### src/rtl/if_prefetch_stage.sv
`default_nettype none
// ============================================================================
// Module   : if_prefetch_stage
// Brief    : Instruction fetch stage with a DEPTH-entry prefetch buffer that
//            keeps fetching ahead of decode and handles redirects/flushes.
// Revision : 1.0 - initial release
// ============================================================================
module if_prefetch_stage #(
    parameter int unsigned        ADDR_W   = 32,
    parameter int unsigned        DATA_W   = 32,
    parameter int unsigned        DEPTH    = 4,
    parameter logic [ADDR_W-1:0]  RESET_PC = '0,
    parameter int unsigned        PC_STEP  = 4
) (
    input  logic              clk,
    input  logic              rst,
    input  logic              branchTaken,
    input  logic [ADDR_W-1:0] branchAddr,
    input  logic              flush,
    input  logic              freeze,
    output logic              imem_req,
    output logic [ADDR_W-1:0] imem_addr,
    input  logic              imem_gnt,
    input  logic              imem_rvalid,
    input  logic [DATA_W-1:0] imem_rdata,
    output logic              if_id_valid,
    output logic [ADDR_W-1:0] if_id_pc,
    output logic [DATA_W-1:0] if_id_instruction
);

    localparam int unsigned c_IDX_W = $clog2(DEPTH);
    localparam int unsigned c_PTR_W = c_IDX_W + 1;
    localparam int unsigned c_CNT_W = $clog2(DEPTH + 1);
    localparam int unsigned c_SUM_W = c_PTR_W + 1;

    localparam logic [c_PTR_W-1:0] c_PTR_ONE = c_PTR_W'(1);
    localparam logic [c_CNT_W-1:0] c_CNT_ONE = c_CNT_W'(1);
    localparam logic [c_SUM_W-1:0] c_DEPTH_S = c_SUM_W'(DEPTH);
    localparam logic [ADDR_W-1:0]  c_STEP    = ADDR_W'(PC_STEP);

    logic [c_PTR_W-1:0] wr_q, wr_d, fill_q, fill_d, rd_q, rd_d;
    logic [c_CNT_W-1:0] drop_q, drop_d;
    logic [ADDR_W-1:0]  fetch_pc_q, fetch_pc_d;
    logic               run_q;

    logic [ADDR_W-1:0]  pc_mem    [DEPTH];
    logic [DATA_W-1:0]  instr_mem [DEPTH];

    logic [c_PTR_W-1:0] w_alloc, w_filled;
    logic [c_SUM_W-1:0] w_used;
    logic [c_IDX_W-1:0] w_wr_idx, w_fill_idx, w_rd_idx;
    logic               w_redirect, w_grant, w_drop_rsp, w_fill_rsp, w_pop;

    assign w_alloc    = wr_q - rd_q;
    assign w_filled   = fill_q - rd_q;
    // Outstanding drops still hold credit: their responses have yet to arrive.
    assign w_used     = c_SUM_W'(w_alloc) + c_SUM_W'(drop_q);
    assign w_wr_idx   = wr_q[c_IDX_W-1:0];
    assign w_fill_idx = fill_q[c_IDX_W-1:0];
    assign w_rd_idx   = rd_q[c_IDX_W-1:0];

    assign w_redirect = branchTaken | flush;
    assign imem_req   = run_q & (w_used < c_DEPTH_S) & ~w_redirect;
    assign imem_addr  = fetch_pc_q;
    assign w_grant    = imem_req & imem_gnt;

    assign w_drop_rsp = imem_rvalid & (drop_q != '0);
    assign w_fill_rsp = imem_rvalid & (drop_q == '0) & ~w_redirect;

    assign if_id_valid       = (fill_q != rd_q);
    assign w_pop             = if_id_valid & ~freeze & ~w_redirect;
    assign if_id_pc          = if_id_valid ? pc_mem[w_rd_idx]    : '0;
    assign if_id_instruction = if_id_valid ? instr_mem[w_rd_idx] : '0;

    always_comb begin
        wr_d       = wr_q;
        fill_d     = fill_q;
        rd_d       = rd_q;
        drop_d     = drop_q;
        fetch_pc_d = fetch_pc_q;

        if (w_grant) begin
            wr_d       = wr_q + c_PTR_ONE;
            fetch_pc_d = fetch_pc_q + c_STEP;
        end
        if (w_drop_rsp) begin
            drop_d = drop_q - c_CNT_ONE;
        end
        if (w_fill_rsp) begin
            fill_d = fill_q + c_PTR_ONE;
        end
        if (w_pop) begin
            rd_d = rd_q + c_PTR_ONE;
        end

        // Every allocated-but-unfilled entry becomes a response to discard;
        // a response arriving this cycle is already accounted for.
        if (w_redirect) begin
            rd_d   = wr_q;
            fill_d = wr_q;
            drop_d = c_CNT_W'(c_SUM_W'(drop_q) + c_SUM_W'(w_alloc - w_filled)
                              - c_SUM_W'(imem_rvalid));
            if (branchTaken) begin
                fetch_pc_d = branchAddr;
            end else if (w_alloc != '0) begin
                fetch_pc_d = pc_mem[w_rd_idx];
            end
        end
    end

    always_ff @(posedge clk) begin
        if (!rst) begin
            wr_q       <= '0;
            fill_q     <= '0;
            rd_q       <= '0;
            drop_q     <= '0;
            fetch_pc_q <= RESET_PC;
            run_q      <= 1'b0;
        end else begin
            wr_q       <= wr_d;
            fill_q     <= fill_d;
            rd_q       <= rd_d;
            drop_q     <= drop_d;
            fetch_pc_q <= fetch_pc_d;
            run_q      <= 1'b1;
        end
    end

    // Buffer payload needs no reset: the pointers define which entries are live.
    always_ff @(posedge clk) begin
        if (w_grant) begin
            pc_mem[w_wr_idx] <= fetch_pc_q;
        end
        if (w_fill_rsp) begin
            instr_mem[w_fill_idx] <= imem_rdata;
        end
    end

endmodule
`default_nettype wire

### config.mk
export PLATFORM = sky130hd
export DESIGN_NAME = if_prefetch_stage
export DESIGN_NICKNAME = d
export VERILOG_FILES = /design/src/rtl/if_prefetch_stage.sv
export SDC_FILE = /design/constraint.sdc
export NUM_CORES = 1
export LEC_CHECK = 0
export CAP_MARGIN = 20
export CORE_MARGIN = 1
export CORE_UTILIZATION = 45
export CTS_BUF_LIST = sky130_fd_sc_hd__clkbuf_16
export CTS_CLUSTER_DIAMETER = 30
export CTS_CLUSTER_SIZE = 20
export DETAILED_ROUTE_END_ITERATION = 7
export PLACE_DENSITY = 0.75
export SLEW_MARGIN = 0
export SYNTH_ARGS = -nofsm -noshare
export SYNTH_HDL_FRONTEND = slang
export SYNTH_SLANG_ARGS = --single-unit
### constraint.sdc
create_clock -name clk -period 4.8 [get_ports clk]
set_clock_uncertainty 0.1 [all_clocks]
set_input_delay 0.96 -clock clk [delete_from_list [all_inputs] [get_ports clk]]
set_output_delay 0.96 -clock clk [all_outputs]
set_load 0.03 [all_outputs]
==> reports/results.ini <==
[status]
outcome = completed

[worst_setup_path]
worst_setup_path_startpoint = rd_q[0]$_SDFFE_PN0N_
ff2ff_setup_slack_ns = 1.07
worstPathRequired_ns = 3.74
critPathCapture = imem_req
critPathTopFamily = adder cells
crit-reg2reg-capture = pc_mem[3][27]$_DFFE_PP_
worstPathMaxFanout = 7
worstSetupPathDepth = 8
startpoint_type = flop

[die]
n_tap_cell = 378
core_area_um2 = 27900
initCoreUtil = 0.459

[layout]
largest_cell_class = flip-flops and latches
drive_above_1_share = 0.188
layout.cells.most_common_list = sky130_fd_sc_hd__edfxtp_1, sky130_fd_sc_hd__clkdlybuf4s50_1, sky130_fd_sc_hd__nor2b_1
fin_cells = 1403
area.share.sequential = 0.511
number_of_filler_cells_placed_in_the_layout = 2026
layout.non_clock_buffers = 184
synthToLayoutAreaGrowth_pct = 32.2
number_of_diodes = 1
layout.sequential_cells = 303
relative_area_of_non_clock_buffer_cells_in_the_final_design = 0.107

[synthesis]
simple_gate_area_frac = 0.0929
ys_sh_aoi = 0.0359
postSynthSeqShare = 0.675
ys_seq_elements = 303
ys_cells = 776
yosys_most_used_dff = sky130_fd_sc_hd__edfxtp_1
yosys-mux-area-fraction = 0.117

[clock_tree]
cts_hold_repair.buffers = 0
cts.root.buffer_cell = sky130_fd_sc_hd__clkbuf_16
clk_transition_reported_paths_ns = 0.05
clock_tree_from_tritoncts = yes

[placed_design]
dp_slack_ns = 0.653
finalWeightedCongestion = 0.765

[global_route]
antenna_violations_before_repair = 1
first_global_vias = 7611

[sta]
actual_transition_at_the_worst_max_transition_pin_ns = 0.953
final-max-slew-violation-count = 0
worst_slack_ns = 0.130

[power]
p_per_area_nw_per_um2 = 477
vdd.ir_drop.worst_uv = 353
report.power.total_mw = 8.06

[worst_hold_path]
worstHoldStart = imem_addr[1]$_SDFFE_PN0P_

[flow_run]
max_cap_viol_count = 0

[routing]
final_antenna_net_count = 0

-- report_power, final --
part           total (mW)  switching, mW  internal (mW)
clock                4.04           1.29           2.76
sequential           3.04         0.0919           2.94
combinational       0.983          0.544          0.439
-- state kept, by name, summed over array words and instances, names as in the netlist, named ones only --
register	count
fill_q	3
wr_q	3
instr_mem	128
drop_q	3
pc_mem	128
imem_addr	32
run_q	1
rd_q	3
-- through the flow --
stage	utilization	area, um2
finish	0.607	16900
global route	0.607	16900
CTS	0.607	16900
detailed placement	0.534	14900
global placement	0.534	14900
floorplan	-	12800
-- Yosys cell counts (9+ instances only) --
cell,instances,area [um2]
sky130_fd_sc_hd__a21oi_1,40,200
sky130_fd_sc_hd__and3_1,9,56.3
sky130_fd_sc_hd__buf_2,18,90.1
sky130_fd_sc_hd__clkbuf_1,24,90.1
sky130_fd_sc_hd__dfxtp_1,47,941
sky130_fd_sc_hd__edfxtp_1,256,7690
sky130_fd_sc_hd__ha_1,16,200
sky130_fd_sc_hd__inv_1,19,71.3
sky130_fd_sc_hd__mux4_2,64,1440
sky130_fd_sc_hd__nand2_1,18,67.6
sky130_fd_sc_hd__nor2_1,11,41.3
sky130_fd_sc_hd__nor2b_1,65,407
sky130_fd_sc_hd__nor3b_1,30,225
sky130_fd_sc_hd__nor4_1,13,81.3
sky130_fd_sc_hd__o21ai_0,9,45.0
sky130_fd_sc_hd__o22ai_1,28,175
sky130_fd_sc_hd__xnor2_1,35,307
sky130_fd_sc_hd__xor2_1,10,87.6
-- metal layers --
layer,GRT usage,wire (um),share of wire,vias to the layer above
met4,0.0717,733,0.026,0
met3,0.0551,2290,0.080,61
met1,0.259,12100,0.42,3721
met5,0,0,0,-
li1,-,-,-,3436
met2,0.321,13500,0.47,313
==> images/final_clocks.png <==
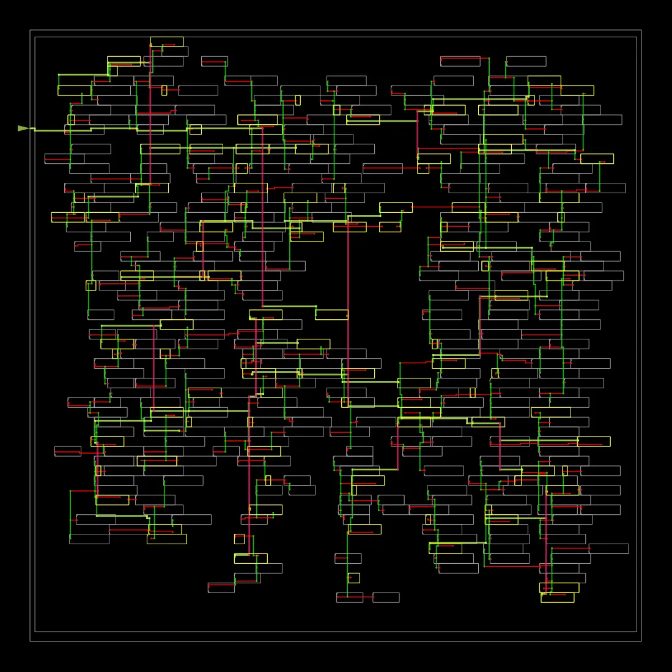
clock buffers created by TritonCTS: 58
Insertion Delay late pin: 0.55 ns
clock buffer count in the final layout: 59

==> images/pins.png <==
The bar under the picture is 50 um long. Pins as bars across the die edge, other pins in gray.
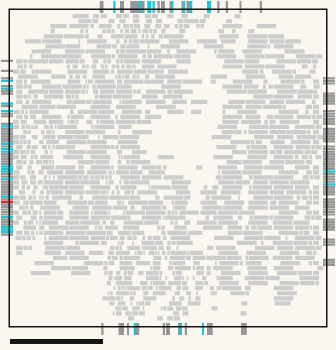
- imem_gnt: red (pins 1; direction input; edge left)
- if_id_pc: cyan (pins 32; direction output; edge 17 left, 10 top, 3 bottom, 2 right)
- all pins by edge: 58 left, 58 right, 32 top, 21 bottom
horizontal die dimension: 171 um
port buffer count: 168

